File: config.mk
export PLATFORM = sky130hd
export DESIGN_NAME = fetch_controller
export DESIGN_NICKNAME = d
export VERILOG_FILES = /design/src/rtl/fetch_controller.sv
export SDC_FILE = /design/constraint.sdc
export NUM_CORES = 1
export LEC_CHECK = 0
export CORE_MARGIN = 2
export CORE_UTILIZATION = 51
export DETAILED_ROUTE_END_ITERATION = 8
export PLACE_DENSITY = 0.81
export SYNTH_ARGS = -nofsm -noshare
export SYNTH_HDL_FRONTEND = slang
export SYNTH_SLANG_ARGS = --single-unit
File: constraint.sdc
create_clock -name clk_i -period 1.8 [get_ports clk_i]
set_input_delay 0.36 -clock clk_i [delete_from_list [all_inputs] [get_ports clk_i]]
set_output_delay 0.36 -clock clk_i [all_outputs]
set_load 0.01 [all_outputs]
File: src/rtl/fetch_controller.sv
// Instruction fetch front end: one outstanding 16-bit read, a one-entry output slot plus a skid entry.
// States: IDLE wait for enable | REQ issue and collect reads | DRAIN finish a stale read and drop its data.
module fetch_controller #(
  parameter logic [15:0] RESET_PC = 16'h0000
) (
  input  logic        clk_i,
  input  logic        rst_n_i,
  input  logic        enable_i,
  input  logic        stall_i,
  input  logic        redirect_valid_i,
  input  logic [15:0] redirect_addr_i,
  output logic        mem_req_o,
  output logic [15:0] mem_addr_o,
  input  logic        mem_ack_i,
  input  logic [7:0]  mem_data_high_i,
  input  logic [7:0]  mem_data_low_i,
  output logic        instr_valid_o,
  output logic [15:0] instr_o,
  output logic [15:0] instr_pc_o,
  output logic [15:0] pc_o
);

  typedef enum logic [1:0] {
    ST_IDLE  = 2'd0,
    ST_REQ   = 2'd1,
    ST_DRAIN = 2'd2
  } state_t;

  localparam logic [15:0] PC_INIT = {RESET_PC[15:1], 1'b0};

  state_t      state_q, state_d;
  logic [15:0] pc_q, pc_d;
  logic        mem_req_q, mem_req_d;
  logic [15:0] mem_addr_q, mem_addr_d;
  logic        slot_valid_q, slot_valid_d;
  logic [15:0] slot_instr_q, slot_instr_d;
  logic [15:0] slot_pc_q, slot_pc_d;
  logic        skid_valid_q, skid_valid_d;
  logic [15:0] skid_instr_q, skid_instr_d;
  logic [15:0] skid_pc_q, skid_pc_d;

  logic        ack_fire;
  logic        ack_take;
  logic        consume;
  logic        slot_free;
  logic        can_issue;
  logic [15:0] fetched;
  logic [15:0] pc_inc;

  assign ack_fire  = mem_req_q & mem_ack_i;
  assign ack_take  = ack_fire & (state_q == ST_REQ) & ~redirect_valid_i;
  assign consume   = slot_valid_q & ~stall_i;
  assign slot_free = ~slot_valid_q | consume;
  assign can_issue = enable_i & ~skid_valid_q & slot_free;
  assign fetched   = {mem_data_high_i, mem_data_low_i};
  assign pc_inc    = pc_q + 16'd2;

  always_comb begin
    state_d      = state_q;
    pc_d         = pc_q;
    mem_req_d    = mem_req_q;
    mem_addr_d   = mem_addr_q;
    slot_valid_d = slot_valid_q;
    slot_instr_d = slot_instr_q;
    slot_pc_d    = slot_pc_q;
    skid_valid_d = skid_valid_q;
    skid_instr_d = skid_instr_q;
    skid_pc_d    = skid_pc_q;

    // Slot refills from the skid first so program order is kept.
    if (slot_free) begin
      if (skid_valid_q) begin
        slot_valid_d = 1'b1;
        slot_instr_d = skid_instr_q;
        slot_pc_d    = skid_pc_q;
        skid_valid_d = ack_take;
        if (ack_take) begin
          skid_instr_d = fetched;
          skid_pc_d    = mem_addr_q;
        end
      end else if (ack_take) begin
        slot_valid_d = 1'b1;
        slot_instr_d = fetched;
        slot_pc_d    = mem_addr_q;
      end else begin
        slot_valid_d = 1'b0;
      end
    end else if (ack_take) begin
      skid_valid_d = 1'b1;
      skid_instr_d = fetched;
      skid_pc_d    = mem_addr_q;
    end

    if (ack_take) begin
      pc_d = pc_inc;
    end

    case (state_q)
      ST_IDLE: begin
        if (enable_i) begin
          state_d = ST_REQ;
        end
      end
      ST_REQ: begin
        if (!mem_req_q || ack_fire) begin
          mem_req_d = 1'b0;
          if (can_issue) begin
            mem_req_d  = 1'b1;
            mem_addr_d = ack_fire ? pc_inc : pc_q;
          end
        end
      end
      ST_DRAIN: begin
        if (ack_fire) begin
          mem_req_d = 1'b0;
          state_d   = ST_REQ;
        end
      end
      default: begin
        state_d   = ST_IDLE;
        mem_req_d = 1'b0;
      end
    endcase

    // A redirect flushes everything; a read still in flight must finish before the new pc is used.
    if (redirect_valid_i) begin
      pc_d         = {redirect_addr_i[15:1], 1'b0};
      slot_valid_d = 1'b0;
      skid_valid_d = 1'b0;
      if (state_q == ST_REQ) begin
        if (mem_req_q && !mem_ack_i) begin
          state_d    = ST_DRAIN;
          mem_req_d  = 1'b1;
          mem_addr_d = mem_addr_q;
        end else begin
          mem_req_d = 1'b0;
        end
      end
    end
  end

  always_ff @(posedge clk_i or negedge rst_n_i) begin
    if (!rst_n_i) begin
      state_q      <= ST_IDLE;
      pc_q         <= PC_INIT;
      mem_req_q    <= 1'b0;
      mem_addr_q   <= 16'h0000;
      slot_valid_q <= 1'b0;
      slot_instr_q <= 16'h0000;
      slot_pc_q    <= 16'h0000;
      skid_valid_q <= 1'b0;
      skid_instr_q <= 16'h0000;
      skid_pc_q    <= 16'h0000;
    end else begin
      state_q      <= state_d;
      pc_q         <= pc_d;
      mem_req_q    <= mem_req_d;
      mem_addr_q   <= mem_addr_d;
      slot_valid_q <= slot_valid_d;
      slot_instr_q <= slot_instr_d;
      slot_pc_q    <= slot_pc_d;
      skid_valid_q <= skid_valid_d;
      skid_instr_q <= skid_instr_d;
      skid_pc_q    <= skid_pc_d;
    end
  end

  assign mem_req_o     = mem_req_q;
  assign mem_addr_o    = mem_addr_q;
  assign instr_valid_o = slot_valid_q;
  assign instr_o       = slot_instr_q;
  assign instr_pc_o    = slot_pc_q;
  assign pc_o          = pc_q;

endmodule

==> reports/results.ini, run 1 <==
[layout]
drive_gt1_frac = 0.302
finalCoreUtilization = 0.698
layout.nets = 538
final_layout_top_logic_cells = 96 x clkdlybuf4s50_1, 90 x dfrtp_1, 89 x mux2_2
final_cells = 612
syn_to_final_growth_pct = 31.9
lay_top_count = clkdlybuf4s50_1

[status]
status = finished, final reports clean

[grt]
grt_pass1_vias = 3419
grt_use_met3 = 0.0323
grt_max_degree = 54
grtUsageMet2 = 0.359
grt_util_all_layers = 0.206

[routing]
totalWireLength_mm = 9.82
top_layer = met4
vias_per_cell = 5.48
wl_per_cell_um = 16.0
drt_iter0_markers = 75
vias = 3353
firstDrtPassIters = 4
drc_errors = 0

[power]
peakVddDrop_mv = 0.489
p_per_area_nw_per_um2 = 1260
p_sw_frac = 0.322
power.share.clock = 0.170
switching_power_uw = 2490
p_int_uw = 5250

[die]
die_w_um = 99.6
io_pins = 104
fp.coreArea_sq_um = 8810
row_count = 34
die-area_sq_um = 9910
floorplan.initialDensity = 0.529

[place]
placed_cells = 594
hpwl_mm = 7.09
gp_congestion = 0.831
io_buffers = 99

[final_timing]
tightestPinTransition_ps = 552
max_freq_ghz = 0.568
relSlewSlack = 0.632
hold_viol = 0
fin_skew_ps = 15.2
whs_ps = 494

[critical_path]
cp.arrival_ps = 1400
required_ps = 1440
cpPeakStageDelay_ps = 580
path_cells = clkdlybuf4s50_1
crit_fanout = 8
cp-end-kind = output port
crit_slowest_cell = clkdlybuf4s50_1
cpLargestDelayFamily = buffers and inverters
reg2reg_depth = 5
worstReg2RegEnd = instr_pc_o[11]

[clocking]
clock_path_buffers = 2
cts-root-buf = clkbuf_8
cts_tree = built
ctsHoldBuffers = 1
htree_levels = 3
cts.repair.resized = 2
clk_pin_slew_ps = 100
cts.sinks = 97
post_cts_buffers = 1

[logic_synthesis]
yosys_cells = 381
ys_sh_mux = 0.231
simple_gate_share = 0.110
numSynthFlops = 97
ys_async_sr_fraction = 1.00
syn_avg_cell_area_sq_um = 12.2
ys_sh_aoi = 0.0663
synth_top_flop_cell = dfrtp_1
synth_cells = 381
top_cells_by_area = dfrtp_1 52%, mux2_2 22%, o21ai_0 3.0%
top_logic_kind = multiplexers
ys_area_sq_um = 4660
ys_top_cells_by_count = 97 x dfrtp_1, 89 x mux2_2, 31 x nand2_1
post-synth-top-count-cell = dfrtp_1
synth_cell_types = 42
ys_seq_share = 0.521
ys_warn_count = 0
yosysTopAreaCellShare = 0.521
synth_area_sq_um = 4660

[min_path]
holdPathStages = 1
min-delay-start = skid_pc_q[5]
hold_path_class = reg2reg

[job]
warning_count = 27
maxCapViolations = 0

run 1: registers in the layout, summed over array words and instances (netlist names):
| signal | count |
|---|---|
| skid_valid_q | 1 |
| mem_req_o | 1 |
| pc_o | 15 |
| instr_pc_o | 15 |
| skid_instr_q | 16 |
| state_q | 2 |
| skid_pc_q | 15 |
| mem_addr_o | 15 |
| instr_valid_o | 1 |
| instr_o | 16 |
run 1: stage by stage:
stage	TNS [ps]	setup WS, ps	power (uW)	instance area (sq um)
after floorplan	0	171	4810	4670
after global placement	-13700	-209	6340	5940
after detailed placement	-17670	-277	6490	5940
after CTS	0	12.0	7820	6130
after global routing	-2.79	-2.79	8200	6140
final	0	38.7	7750	6140
run 1: worst max path at each step:
stage / end / slack [ps] / cells after the start
after floorplan: skid_instr_q[10] / 170 / 5
after global placement: pc_o[13] / -210 / 5
after detailed placement: mem_addr_o[12] / -280 / 5
after CTS: pc_o[8] / 10 / 1
after global routing: mem_req_o / -3 / 1
final: mem_req_o / 40 / 1
run 1: power by group through the flow:
| stage | sequential, uW | clock (uW) | combinational (uW) |
|---|---|---|---|
| 2_1_floorplan | 3580 | 0 | 1230 |
| 3_5_place_dp | 3480 | 0 | 3010 |
| 5_1_grt | 3540 | 1420 | 3230 |
| 3_3_place_gp | 3420 | 0 | 2920 |
| 6_report | 3430 | 1320 | 2990 |
| 4_1_cts | 3430 | 1340 | 3040 |
run 1: final cells by class:
type	count	area (sq um)	area share
Sequential cell	97	2440	0.397
Inverter	3	11.3	0.00183
Multi-Input combinational cell	258	2110	0.343
Clock buffer	10	138	0.0224
Timing Repair Buffer	130	1270	0.208
Tap cell	108	135	0.0220
Clock inverter	6	42.5	0.00692
Figure 1. Cell sizes after repair (run 1).
Bar = 20 um.
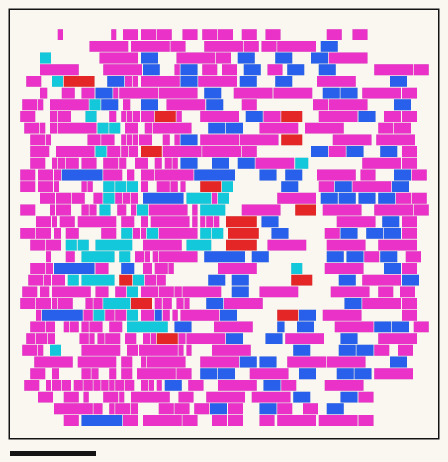
- magenta: _0 and _1 cells (cells 352; share 70%)
- blue: _2 cells (cells 99; share 20%)
- cyan: _3 and _4 cells (cells 38; share 7.5%)
- red: _6 and larger (cells 15; share 3.0%)

Figure 2. Where the registers sit (run 1).
Other sequential cells in the stronger grey, the rest of the logic in the fainter grey.
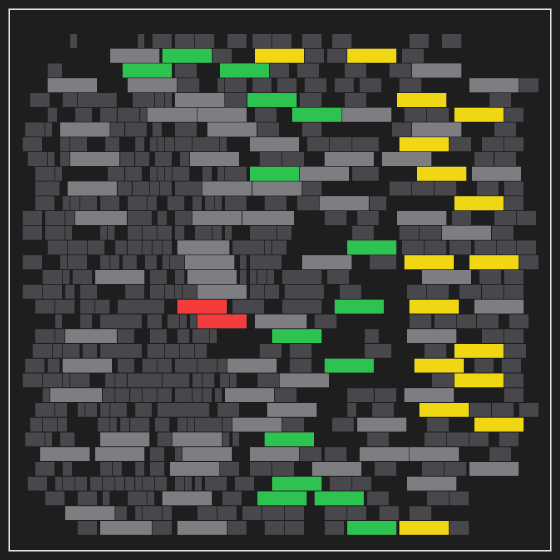
- red: state_q (sequential cells 2)
- green: instr_pc_o (sequential cells 15)
- yellow: instr_o (sequential cells 16)
- not coloured: 64

Figure 3. Gate families picked out (run 1).
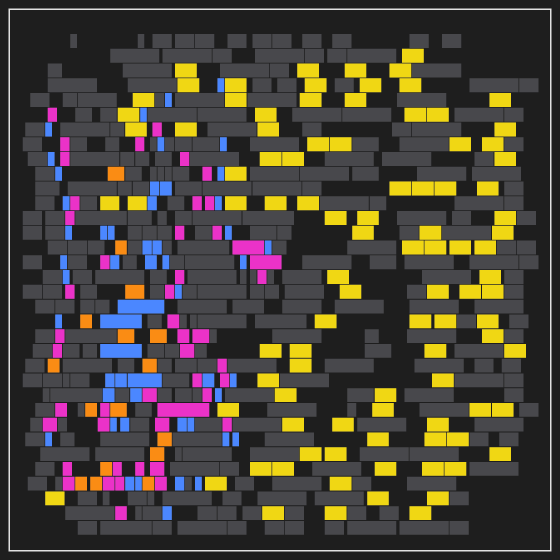
- orange: AND and OR gates (cells 16; most used or3_1)
- blue: NAND gates (cells 52; most used nand2_1)
- magenta: inverting AOI/OAI gates (cells 47; most used o21ai_0)
- yellow: multiplexers (cells 96; most used mux2_2)

Figure 4. Clock nets (run 1).
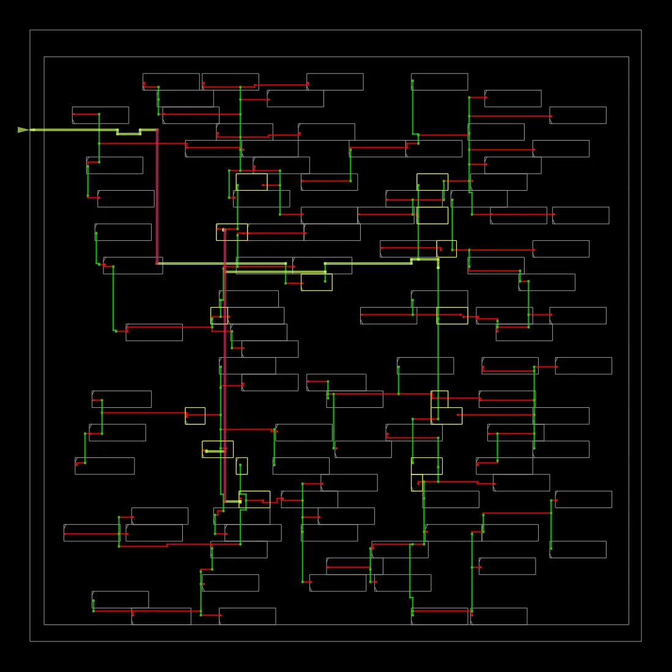
clk ins delay skew pair: 360 ps
flop count: 97
CTS buffer count: 9
Clk power: 1320 uW

Figure 5. Clock distribution (run 1).
Bar = 20 um.
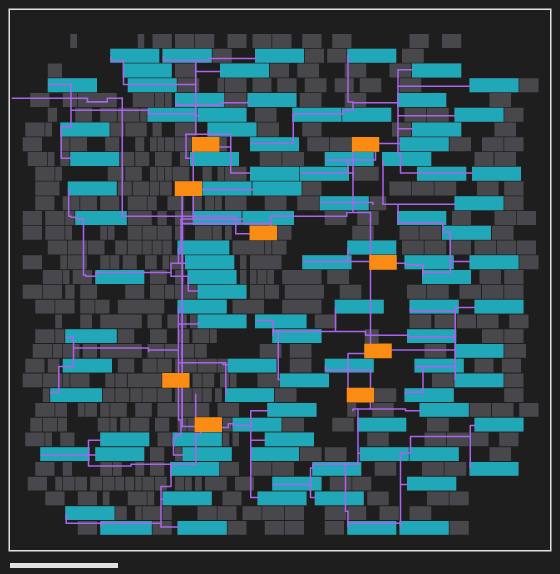

## Run 2: what changed since run 1
--- a/config.mk
+++ b/config.mk
@@ -6,9 +6,9 @@
 export NUM_CORES = 1
 export LEC_CHECK = 0
 export CORE_MARGIN = 2
-export CORE_UTILIZATION = 51
+export CORE_UTILIZATION = 45
 export DETAILED_ROUTE_END_ITERATION = 8
-export PLACE_DENSITY = 0.81
+export PLACE_DENSITY = 0.73
 export SYNTH_ARGS = -nofsm -noshare
 export SYNTH_HDL_FRONTEND = slang
 export SYNTH_SLANG_ARGS = --single-unit
==> constraint.sdc (replaced) <==
create_clock -name clk_i -period 2.2 [get_ports clk_i]
set_input_delay 0.44 -clock clk_i [delete_from_list [all_inputs] [get_ports clk_i]]
set_output_delay 0.44 -clock clk_i [all_outputs]
set_load 0.01 [all_outputs]
Figure 6. Clock distribution (run 2).
Bar = 20 um.
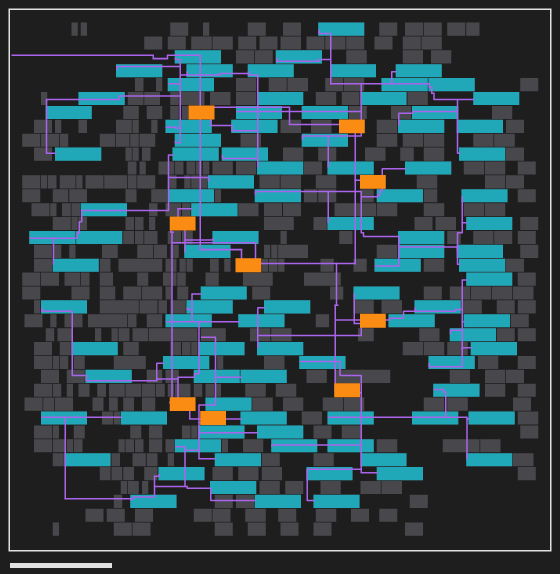
- purple: clock wires (length 1160 um)
- orange: clock drivers (count 9)
- cyan: flip-flops (count 97)
- routed clock nets: 10
clk ins delay skew pair: 370 ps
Clk network pwr share: 0.191
Clk power: 1220 uW

==> run 2 against run 1 <==
Effect of this change: combinational power is 21% lower; register-to-register slack better by 200 ps; synthesized cell count stayed put; non-clock buffer count is 12 lower; sequential share of layout area is 0.23 points higher; wire length is 0.76% higher; worst setup slack better by 170 ps; largest cell class unchanged.
==> reports/results.ini, run 2 <==
[logic_synthesis]
yosysTopAreaCellShare = 0.521  ; unchanged
synth_cell_types = 42  ; unchanged
syn_avg_cell_area_sq_um = 12.2  ; unchanged
synth_cells = 381  ; unchanged
ys_async_sr_fraction = 1.00  ; unchanged
top_cells_by_area = dfrtp_1 52%, mux2_2 22%, o21ai_0 3.0%
ys_warn_count = 0  ; unchanged
post-synth-top-count-cell = dfrtp_1
ys_area_sq_um = 4660  ; unchanged
synth_top_flop_cell = dfrtp_1
ys_seq_share = 0.521  ; unchanged
synth_area_sq_um = 4660  ; unchanged

[layout]
final_area_sq_um = 6090  ; -0.94%
lay_top_count = clkdlybuf4s50_1
drive_gt1_frac = 0.272  ; -0.0292
final_cells = 628  ; +2.6%

[final_timing]
relSlewSlack = 0.624  ; -0.00762
fin_skew_ps = 14.9  ; -0.322 ps
final.setup.tns_ps = 0  ; unchanged
tightestPinTransition_ps = 564  ; +11.4 ps
max_freq_ghz = 0.501
hold_viol = 0  ; unchanged

[place]
hpwl_mm = 7.24  ; +2.1%
place_area_sq_um = 5870  ; -1.1%
post-place-ws_ps = 8.41  ; +286 ps
placed_cells = 612  ; +3.0%

[critical_path]
path_cells = clkdlybuf4s50_1
crit_fanout = 10  ; +2
cpLargestDelayFamily = buffers and inverters
cp.arrival_ps = 1560  ; +160 ps
required_ps = 1760  ; +320 ps
cpPeakStageDelay_ps = 620  ; +40 ps

[die]
fp.coreArea_sq_um = 10200  ; +16%
row_count = 37  ; +8.8%
die-area_sq_um = 11200  ; +13%
io_pins = 104  ; unchanged

[routing]
totalWireLength_mm = 9.90  ; +0.76%
vias_per_cell = 5.21  ; -5.0%
vias = 3270  ; -2.5%
drt_iter0_markers = 113  ; +51%
drc_errors = 0  ; unchanged
firstDrtPassIters = 4  ; unchanged

[min_path]
hold_path_class = in2async

[grt]
grt_pass1_vias = 3313  ; -3.1%
grt_max_degree = 41  ; -24%
grt_util_all_layers = 0.185  ; -0.0213

[clocking]
cts.sinks = 97  ; unchanged
clk_pin_slew_ps = 100  ; about the same
post_cts_buffers = 0  ; -1
clock_path_buffers = 2  ; unchanged
cts_tree = built
ctsHoldBuffers = 0  ; -1
cts-root-buf = clkbuf_8

[power]
peakVddDrop_mv = 0.424  ; -13%
p_per_area_nw_per_um2 = 1050  ; -16%

[job]
maxCapViolations = 0  ; unchanged

[status]
status = finished, final reports clean

Figure 7. Cell sizes after repair (run 2).
Bar = 20 um.
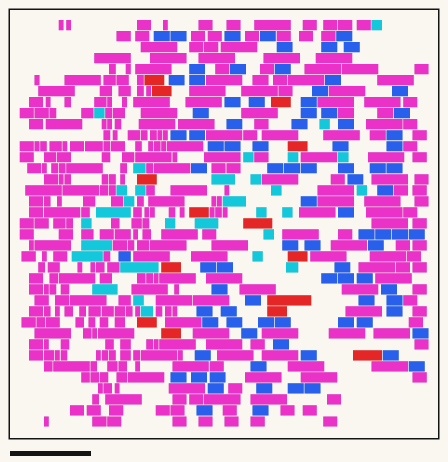
- cyan: _3 and _4 cells (cells 30; share 6.1%)
- blue: _2 cells (cells 90; share 18%)
- magenta: _0 and _1 cells (cells 358; share 73%)
- red: _6 and larger (cells 14; share 2.8%)
Synth-to-Final Area Change: 30.6%
Final WS setup: 204 ps

## run 2: cell counts after synthesis
Identical to the previous run, type by type.
## run 2: final timing paths
path | endpoint | slack (ps) | cells past startpoint
worst min-delay path | skid_instr_q[9] | 50 | 1
worst max-delay path | mem_req_o | 200 | 1
min in group clk_i | skid_instr_q[11] | 490 | 1
max in group asynchronous | mem_addr_o[7] | 1580 | 2
worst max register to register | pc_o[13] | 330 | 4
worst min register to register | skid_instr_q[11] | 490 | 1
## run 2: routing by layer
layer / up-vias / global-route usage / wire length (um)
met5: - / 0 / 0
met4: 0 / 0.0620 / 106
met3: 10 / 0.0353 / 409
met2: 72 / 0.323 / 5110
met1: 1622 / 0.231 / 4270
li1: 1566 / - / -
## run 2: cell type report
type                       count  area, sq um
clock buffer                  11          151
multi-input combinational    258         2110
sequential                    97         2430
clock inverter                 5         63.8
timing repair buffer         118         1160
fill                         850         4100
inverter                       3         11.3
tap                          136          170
## run 2: kinds of logic after synthesis
group | share of synthesized area
flip-flops | 0.521
multiplexers | 0.231
AND/OR/NAND/NOR | 0.110
AND-OR/OR-AND | 0.0663
buffers and inverters | 0.0314
XOR/XNOR | 0.0338
adder cells (fa/ha/maj) | 0.00483
other | 0.000805
## run 2: stage by stage
step,utilization,hold WS [ps]
floorplan,-,144
global placement,0.576,463
detailed placement,0.576,477
CTS,0.598,71.4
global route,0.598,83.1
finish,0.598,54.8
## run 2: power by group
group | internal (uW) | total [uW] | switching [uW]
sequential | 2360 | 2830 | 471
clock | 594 | 1220 | 631
combinational | 1440 | 2350 | 914
Power figures rest on the tool's default switching activity, not on a simulated workload.
